**src/rtl/mc_ctrl_pkg.sv**
```systemverilog
// rtl/mc_ctrl_pkg.sv - shared opcodes, state encodings and control codes for the multicycle RV32I controller
package mc_ctrl_pkg;

  localparam logic [6:0] OPC_OP     = 7'b0110011;
  localparam logic [6:0] OPC_OP_IMM = 7'b0010011;
  localparam logic [6:0] OPC_LUI    = 7'b0110111;
  localparam logic [6:0] OPC_AUIPC  = 7'b0010111;
  localparam logic [6:0] OPC_JAL    = 7'b1101111;
  localparam logic [6:0] OPC_JALR   = 7'b1100111;
  localparam logic [6:0] OPC_BRANCH = 7'b1100011;
  localparam logic [6:0] OPC_LOAD   = 7'b0000011;
  localparam logic [6:0] OPC_STORE  = 7'b0100011;

  typedef enum logic [2:0] {
    ST_FETCH  = 3'd0,
    ST_DECODE = 3'd1,
    ST_EXEC   = 3'd2,
    ST_MEM    = 3'd3,
    ST_WB     = 3'd4,
    ST_TRAP   = 3'd5
  } state_t;

  localparam logic [1:0] PC_PLUS4  = 2'd0;
  localparam logic [1:0] PC_TARGET = 2'd1;
  localparam logic [1:0] PC_ALU    = 2'd2;
  localparam logic [1:0] PC_TRAP   = 2'd3;

  localparam logic [1:0] WB_ALU = 2'd0;
  localparam logic [1:0] WB_MEM = 2'd1;
  localparam logic [1:0] WB_PC4 = 2'd2;

  localparam logic [1:0] ALU_ADD    = 2'd0;
  localparam logic [1:0] ALU_SUB    = 2'd1;
  localparam logic [1:0] ALU_FUNCT  = 2'd2;
  localparam logic [1:0] ALU_PASS_B = 2'd3;

  localparam logic CAUSE_ILLEGAL = 1'b0;
  localparam logic CAUSE_BUS     = 1'b1;

  function automatic logic is_legal(input logic [6:0] opc);
    case (opc)
      OPC_OP, OPC_OP_IMM, OPC_LUI, OPC_AUIPC, OPC_JAL,
      OPC_JALR, OPC_BRANCH, OPC_LOAD, OPC_STORE: return 1'b1;
      default:                                   return 1'b0;
    endcase
  endfunction

endpackage

```
**src/rtl/mc_branch_cond.sv**
```systemverilog
// rtl/mc_branch_cond.sv - branch condition decode from func3 and ALU compare flags
module mc_branch_cond (
  input  logic [2:0] func3,
  input  logic       zero,
  input  logic       lt,
  input  logic       ltu,
  output logic       taken,
  output logic       bad_func3
);

  always_comb begin
    taken     = 1'b0;
    bad_func3 = 1'b0;
    case (func3)
      3'b000:  taken = zero;
      3'b001:  taken = !zero;
      3'b100:  taken = lt;
      3'b101:  taken = !lt;
      3'b110:  taken = ltu;
      3'b111:  taken = !ltu;
      default: bad_func3 = 1'b1;
    endcase
  end

endmodule

```
**src/rtl/mc_ctrl_fsm.sv**
```systemverilog
// rtl/mc_ctrl_fsm.sv - multicycle RV32I control FSM with memory wait/timeout, trap path and retire counter
module mc_ctrl_fsm
  import mc_ctrl_pkg::*;
#(
  parameter int ALUOP_W = 3,
  parameter int TIMEOUT = 15,
  parameter int CNT_W   = 32
) (
  input  logic               clk,
  input  logic               rst,
  input  logic [6:0]         opcode,
  input  logic [2:0]         func3,
  input  logic               func7_5,
  input  logic               zero,
  input  logic               lt,
  input  logic               ltu,
  input  logic               mem_ready,
  output logic               mem_req,
  output logic               mem_we,
  output logic               ir_write,
  output logic               pc_write,
  output logic [1:0]         pc_src,
  output logic [ALUOP_W-1:0] alu_op,
  output logic               alu_src_a,
  output logic               alu_src_b,
  output logic               reg_write,
  output logic [1:0]         wb_sel,
  output logic               trap_valid,
  output logic               trap_cause,
  output logic [2:0]         state,
  output logic [CNT_W-1:0]   retired
);

  localparam logic [15:0] WAIT_LAST = 16'(TIMEOUT - 1);

  state_t      state_q, state_d;
  logic [15:0] wait_cnt;
  logic        cause_d;
  logic        taken, bad_func3;
  logic        wait_hit;

  // funct7 selection is resolved by the downstream ALU decoder
  logic unused_func7_5;
  assign unused_func7_5 = func7_5;

  mc_branch_cond u_branch_cond (
    .func3     (func3),
    .zero      (zero),
    .lt        (lt),
    .ltu       (ltu),
    .taken     (taken),
    .bad_func3 (bad_func3)
  );

  assign state    = state_q;
  assign wait_hit = (wait_cnt == WAIT_LAST);

  always_comb begin
    state_d    = state_q;
    cause_d    = CAUSE_ILLEGAL;
    mem_req    = 1'b0;
    mem_we     = 1'b0;
    ir_write   = 1'b0;
    pc_write   = 1'b0;
    pc_src     = PC_PLUS4;
    alu_op     = ALUOP_W'(ALU_ADD);
    alu_src_a  = 1'b0;
    alu_src_b  = 1'b0;
    reg_write  = 1'b0;
    wb_sel     = WB_ALU;
    trap_valid = 1'b0;
    // strobes are gated during reset so a bus request drops immediately
    if (!rst) begin
      case (state_q)
        ST_FETCH: begin
          mem_req = 1'b1;
          if (mem_ready) begin
            ir_write = 1'b1;
            pc_write = 1'b1;
            state_d  = ST_DECODE;
          end else if (wait_hit) begin
            state_d = ST_TRAP;
            cause_d = CAUSE_BUS;
          end
        end
        ST_DECODE: state_d = is_legal(opcode) ? ST_EXEC : ST_TRAP;
        ST_EXEC: begin
          state_d = ST_FETCH;
          case (opcode)
            OPC_OP: begin
              alu_op    = ALUOP_W'(ALU_FUNCT);
              reg_write = 1'b1;
            end
            OPC_OP_IMM: begin
              alu_op    = ALUOP_W'(ALU_FUNCT);
              alu_src_b = 1'b1;
              reg_write = 1'b1;
            end
            OPC_LUI: begin
              alu_op    = ALUOP_W'(ALU_PASS_B);
              alu_src_b = 1'b1;
              reg_write = 1'b1;
            end
            OPC_AUIPC: begin
              alu_src_a = 1'b1;
              alu_src_b = 1'b1;
              reg_write = 1'b1;
            end
            OPC_JAL: begin
              reg_write = 1'b1;
              wb_sel    = WB_PC4;
              pc_write  = 1'b1;
              pc_src    = PC_TARGET;
            end
            OPC_JALR: begin
              alu_src_b = 1'b1;
              reg_write = 1'b1;
              wb_sel    = WB_PC4;
              pc_write  = 1'b1;
              pc_src    = PC_ALU;
            end
            OPC_BRANCH: begin
              alu_op = ALUOP_W'(ALU_SUB);
              pc_src = PC_TARGET;
              if (bad_func3) state_d = ST_TRAP;
              else           pc_write = taken;
            end
            OPC_LOAD, OPC_STORE: begin
              alu_src_b = 1'b1;
              state_d   = ST_MEM;
            end
            default: state_d = ST_TRAP;
          endcase
        end
        ST_MEM: begin
          mem_req = 1'b1;
          mem_we  = (opcode == OPC_STORE);
          if (mem_ready) begin
            state_d = (opcode == OPC_STORE) ? ST_FETCH : ST_WB;
          end else if (wait_hit) begin
            state_d = ST_TRAP;
            cause_d = CAUSE_BUS;
          end
        end
        ST_WB: begin
          reg_write = 1'b1;
          wb_sel    = WB_MEM;
          state_d   = ST_FETCH;
        end
        ST_TRAP: begin
          trap_valid = 1'b1;
          pc_write   = 1'b1;
          pc_src     = PC_TRAP;
          state_d    = ST_FETCH;
        end
        default: state_d = ST_FETCH;
      endcase
    end
  end

  always_ff @(posedge clk or posedge rst) begin
    if (rst) begin
      state_q    <= ST_FETCH;
      wait_cnt   <= 16'd0;
      retired    <= '0;
      trap_cause <= CAUSE_ILLEGAL;
    end else begin
      state_q <= state_d;
      if (state_d != state_q)            wait_cnt <= 16'd0;
      else if (mem_req && !mem_ready)    wait_cnt <= wait_cnt + 16'd1;
      if (state_d == ST_TRAP && state_q != ST_TRAP) trap_cause <= cause_d;
      // trap exits land in FETCH from TRAP and so never count
      if (state_d == ST_FETCH &&
          (state_q == ST_EXEC || state_q == ST_MEM || state_q == ST_WB))
        retired <= retired + CNT_W'(1);
    end
  end

endmodule

```
**config.mk**
```make
export PLATFORM = sky130hd
export DESIGN_NAME = mc_ctrl_fsm
export DESIGN_NICKNAME = d
export VERILOG_FILES = /design/src/rtl/mc_ctrl_pkg.sv /design/src/rtl/mc_branch_cond.sv /design/src/rtl/mc_ctrl_fsm.sv
export SDC_FILE = /design/constraint.sdc
export NUM_CORES = 1
export LEC_CHECK = 0
export CAP_MARGIN = 25
export CELL_PAD_IN_SITES_DETAIL_PLACEMENT = 0
export CELL_PAD_IN_SITES_GLOBAL_PLACEMENT = 1
export CORE_UTILIZATION = 35
export DETAILED_ROUTE_END_ITERATION = 10
export GPL_TIMING_DRIVEN = 0
export PLACE_DENSITY_LB_ADDON = 0.15
export SYNTH_ARGS = -nofsm -noshare
export SYNTH_HDL_FRONTEND = slang
export SYNTH_SLANG_ARGS = --single-unit
export TNS_END_PERCENT = 100
```
**constraint.sdc**
```tcl
create_clock -name clk -period 2 [get_ports clk]
set_input_delay 0.3 -clock clk [delete_from_list [all_inputs] [get_ports clk]]
set_output_delay 0.3 -clock clk [all_outputs]
set_load 0.05 [all_outputs]
```
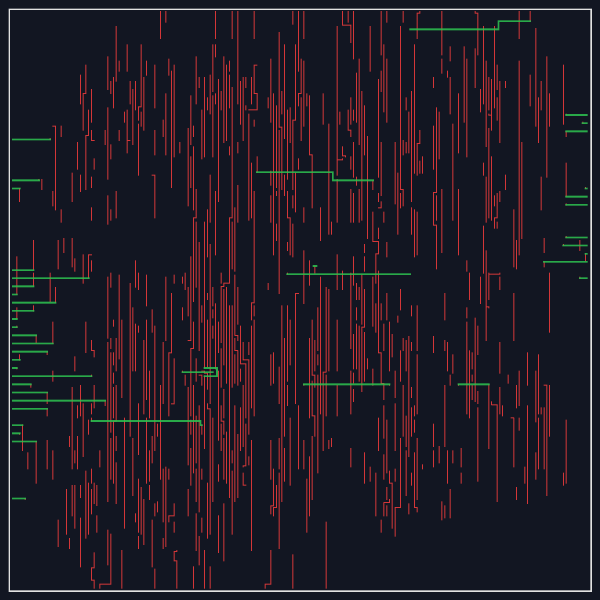
Run 1: signal wires by layer
Scale: 6 px per um. Two of the layers only.
Key: red = met2 [wire length 4290 um]; green = met3 [wire length 256 um]

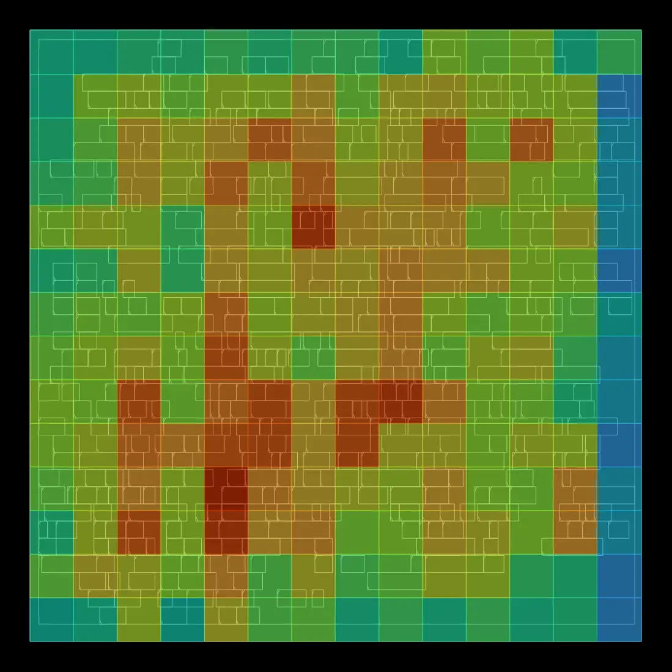
Run 1: routing congestion map
met2 usage in global routing: 0.299
global-route usage over all layers: 0.187

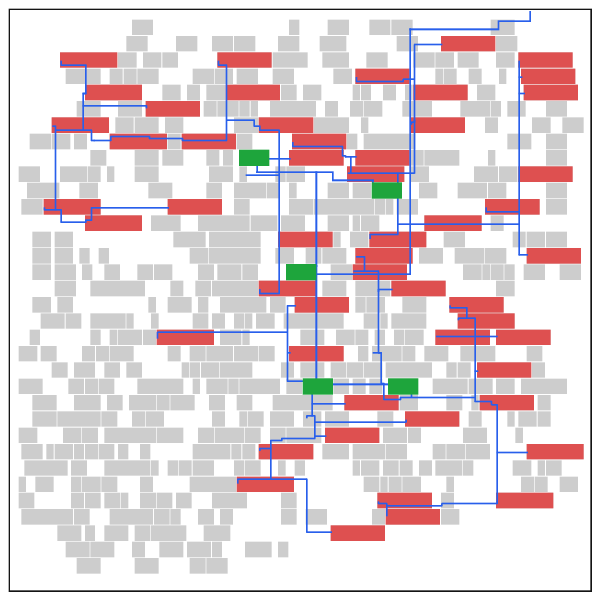
Run 1: clock distribution
Scale: 6 px per um.
Key: red = flip-flops [count 52]; blue = clock wires [length 723 um]; green = cells driving clock nets [count 5]
Position of the flops: all over the die.

==> qor.yml, run 1 <==
status:
  outcome: "complete, but fails checks"
  violations: "negative setup slack"
timing:
  fmax_mhz: 430
  setup_violation_total_in_the_final_timing_report: 53
  setup_ws_ps: -323
  clock-skew-final_ps: 11.5
  max_slew.worst_pin.slew_ps: 856
  finalClockPeriodUsage: 1.16
yosys:
  synth.logic.top_family: "simple AND/OR/NAND/NOR gates"
  top_cell_area_share: 0.414
  synthTopCellsByArea: "dfrtp_1 41%, xor2_1 7.3%, xnor2_1 6.1%"
power:
  total_leakage_power_uw: 0.00233
global_route:
  first_global_vias: 2905
floorplanning:
  dieHeight_um: 96.7
  core-area_mm2: 0.00872
placed_design:
  dpl_cell_area_mm2: 0.00422
  dpl.hpwl_um: 5390
  dp.cells: 499
worst_setup_path:
  crit_required_ps: 1700
  critPathKind: "reg -> out"
route:
  post_drt_wl_per_cell_um: 15.3
  via_per_inst: 5.11
  detailroute.via_count: 2890
cells_and_area:
  area.growth.synth_to_final_pct: 64.9
clocking:
  htreeDepth: 2
==> run 1: report_power, final <==
part / switching (uW) / internal (uW) / leakage (uW)
sequential: 129 / 1160 / 0.000679
clock: 367 / 285 / 0.0000484
combinational: 1210 / 967 / 0.00160
==> run 1: final cells by class <==
| cell class | instances | area (um^2) | area share |
|---|---|---|---|
| timing repair buffer | 123 | 1110 | 0.215 |
| buffer | 11 | 100 | 0.0193 |
| timing repair inverter | 1 | 5.00 | 0.000967 |
| inverter | 7 | 30.0 | 0.00580 |
| sequential | 52 | 1320 | 0.255 |
| clock buffer | 7 | 86.3 | 0.0167 |
| clock inverter | 1 | 8.76 | 0.00169 |
| multi-input combinational | 256 | 2380 | 0.459 |
| tap | 108 | 135 | 0.0261 |
==> run 1: stage by stage <==
step | TNS [ps] | hold slack (ps)
6_report | -7630 | 134
3_5_place_dp | -45770 | 459
2_1_floorplan | -4310 | 362
4_1_cts | -7150 | 340
5_1_grt | -12640 | 169
3_3_place_gp | -50730 | 456
==> run 1: worst register-to-register path: stages, from the launching register on <==
cell,delay [ps]
dfrtp_2,430
buf_6,120
or2_4,250
buf_4,150
nor3_4,270
nand4_1,230
nor3_4,280
nand3_1,150
xor2_2,210
nor2_4,50
==> run 1: repair_timing <==
action / 4_1_cts / 5_1_grt
buffers inserted: 43 / 16
resized: 153 / 66
pin swaps: 38 / 27
cloned: 4 / 0
endpoints found under the setup margin: 63 / 61
==> run 1: worst paths after layout <==
check                           cells past startpoint  slack (ps)   startpoint           end
worst max-delay path                                6        -320     state[2]     alu_op[1]
worst min-delay path                                2         130          rst    retired[8]
worst max register to register                      9        -230     state[2]  wait_cnt[13]
worst min register to register                      1         460  retired[31]   retired[31]
max in group asynchronous                           3        1150          rst      state[2]
min in group clk                                    1         460  retired[31]   retired[31]
--- run 2 (diff from run 1) ---
- CORE_UTILIZATION: 35 -> 36
- CTS_BUF_LIST: not set -> sky130_fd_sc_hd__clkbuf_2 sky130_fd_sc_hd__clkbuf_4 sky130_fd_sc_hd__clkbuf_8
- CTS_CLUSTER_SIZE: not set -> 24
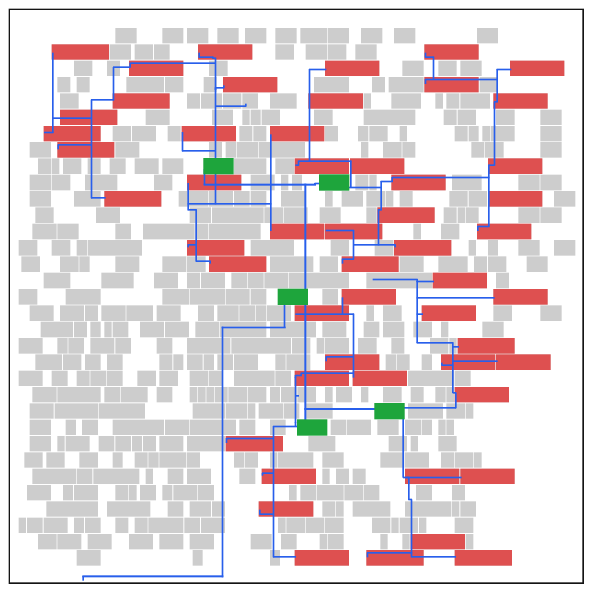
Run 2: clock distribution
Scale: 6 px per um.
Key: blue = clock wires [length 680 um]; green = cells driving clock nets [count 5]; red = flip-flops [count 52]
Position of the flops: all over the die.

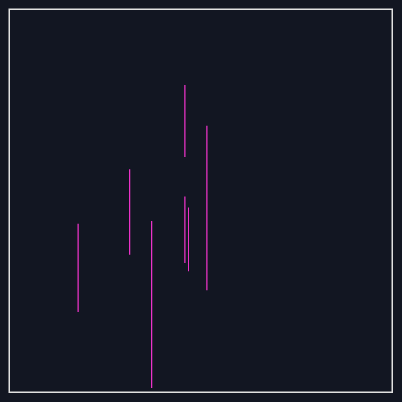
Run 2: metal 4
Scale: 4 px per um.
The longest straight run is 41.5 um. The layer carries 175 um of wire. The wires run mostly vertical. The layer holds 2.0% of the routed length.

==> run 2 against run 1 <==
  * The run still ends with negative setup slack left
  * Sequential cell count is the same
  * Sequential power about the same
  * Sequential share of layout area fell by 0.42 points
  * Clock-buffer cell count shrank 1
  * Non-clock buffer count grew 5
  * Final area grew 1.7%
  * Highest routed layer unchanged
==> qor.yml, run 2 <==
power:
  p_sw_uw: 1750  # +2.8%
  switching_share: 0.404  # -0.0113
  total_internal_power_uw: 2590  # +7.7%
  share_clk_of_total_power: 0.174  # +0.016
  total_leakage_power_uw: 0.00232  # -0.19%
  power.combinational.fraction: 0.535  # +0.006
  seqPwrFrac: 0.290  # -0.022
yosys:
  syn_area_per_cell_um2: 9.63
  synthCells: 326
  synthTopCellsByArea: "dfrtp_1 41%, xor2_1 7.3%, xnor2_1 6.1%"
  top_cell_area_share: 0.414  # unchanged
  synth_warn: 0
  enable_flop_cells: 0
timing:
  timing_hold_violations_final: 0
  max_slew.worst_pin.slew_ps: 524  # -332 ps
  whs_ps: 315  # +181 ps
  setup_tns_ps: -7050  # +580 ps
  clock-skew-final_ps: 15.3  # +3.73 ps
  setup_ws_ps: -277  # +46.4 ps
  setup_violation_total_in_the_final_timing_report: 57  # +7.5%
  fmax_mhz: 439  # +2.0%
  finalClockPeriodUsage: 1.14  # -0.0232
route:
  post_drt_wl_per_cell_um: 15.1  # -1.3%
  detailroute.via_count: 2908  # +0.62%
  number_of_iterations_in_the_first_detailed_routing_pass: 4
  via_per_inst: 5.13  # +0.45%
clocking:
  cts_root_buf: "clkbuf_8"
  max-clock-path-buffers: 2
  htreeDepth: 2  # unchanged
cells_and_area:
  layout.cells.most_common_list: "45 x buf_4, 36 x dfrtp_1, 34 x buf_6, 33 x clkdlybuf4s50_1, 26 x xor2_1"
  area.growth.synth_to_final_pct: 67.6
  flip_flop_count_of_the_largest_register_after_layout: 32
  post_layout_nonfiller_instances: 567
floorplanning:
  dieHeight_um: 95.4  # -1.4%
  core-area_mm2: 0.00834  # -4.4%
flow_run:
  warning_count: 31
placed_design:
  dpl.hpwl_um: 5290  # -1.8%
  dp.cells: 496  # -0.60%
  dpl_cell_area_mm2: 0.00421  # -0.27%
status:
  violations: "negative setup slack"
  outcome: "complete, but fails checks"
hold_path:
  worst_hold_path_type: "in -> async"
global_route:
  grt_pass1_wl_um: 13500
  first_global_vias: 2815  # -3.1%
  gr-usage-all-layers: 0.190  # +0.00296
worst_setup_path:
  critPathKind: "reg -> out"
  worstSetupStartpointType: "flip-flop"
  crit_required_ps: 1700  # about the same
  critical_path_arrival_ps: 1980
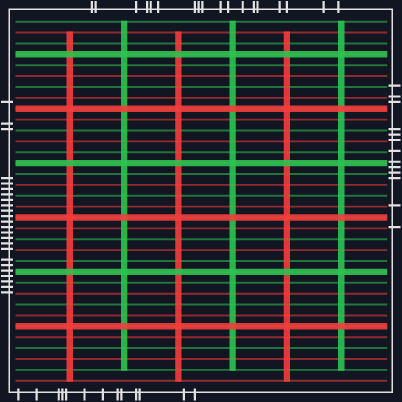
Run 2: supply network
Scale: 4 px per um. Pins as bars on the die edge.
Key: red = VSS; green = VDD
The core has 33 rows. 68 signal pins sit on the boundary. 6 straps on met5.

## run 2: area by class of cell
cell class              count  area (um^2)
fillers                   693         3080
multi-input cells         256         2340
flip-flops and latches     52         1320
repair buffers            127         1210
well taps                 105          131
plain buffers              12          111
clock buffers               6         76.3
clock inverters             2         38.8
inverters                   7         30.0
## run 2: repair_timing
item	4_1_cts	5_1_grt
resized	142	78
pin swaps	26	34
gates cloned	2	1
setup endpoints to repair	62	63
setup buffers	39	23
## run 2: cell families (layout without fill, tap and decap cells)
| family | Yosys count | after routing | synth area share |
|---|---|---|---|
| adders and majority gates | 3 | 3 | 0.0120 |
| AOI/OAI and AO/OA | 30 | 30 | 0.0629 |
| other | 1 | 1 | 0.00119 |
| muxes | 2 | 2 | 0.00677 |
| DFF | 52 | 52 | 0.414 |
| buffers and inverters | 19 | 154 | 0.0315 |
| and+or+nand+nor | 170 | 171 | 0.332 |
| xor gates and xnor gates | 49 | 49 | 0.139 |
## run 2: power by group through the flow
| stage | logic [uW] | registers, uW | clock network [uW] |
|---|---|---|---|
| detailed placement | 1540 | 1310 | 0 |
| floorplan | 871 | 1550 | 0 |
| global route | 2450 | 1280 | 826 |
| CTS | 1890 | 1270 | 778 |
| finish | 2330 | 1260 | 758 |
| global placement | 1530 | 1310 | 0 |
## run 2: final timing paths
path                             start     endpoint  slack [ps]  depth (start not counted)
hold reg to reg            retired[31]  retired[31]         480                          1
setup / recovery              state[2]    alu_src_a        -280                          5
setup reg to reg              state[1]  retired[29]        -240                          9
max in group asynchronous          rst     state[2]        1150                          3
min in group clk           retired[31]  retired[31]         480                          1
hold / removal                     rst     state[0]         310                          2
## run 2: layer usage
metal  wire length [um]  global-route usage
met3                267              0.0271
met4                174              0.0522
met2               4160               0.314
met1               3960               0.259
met5                  0                   0
Power figures rest on the tool's default switching activity, not on a simulated workload.
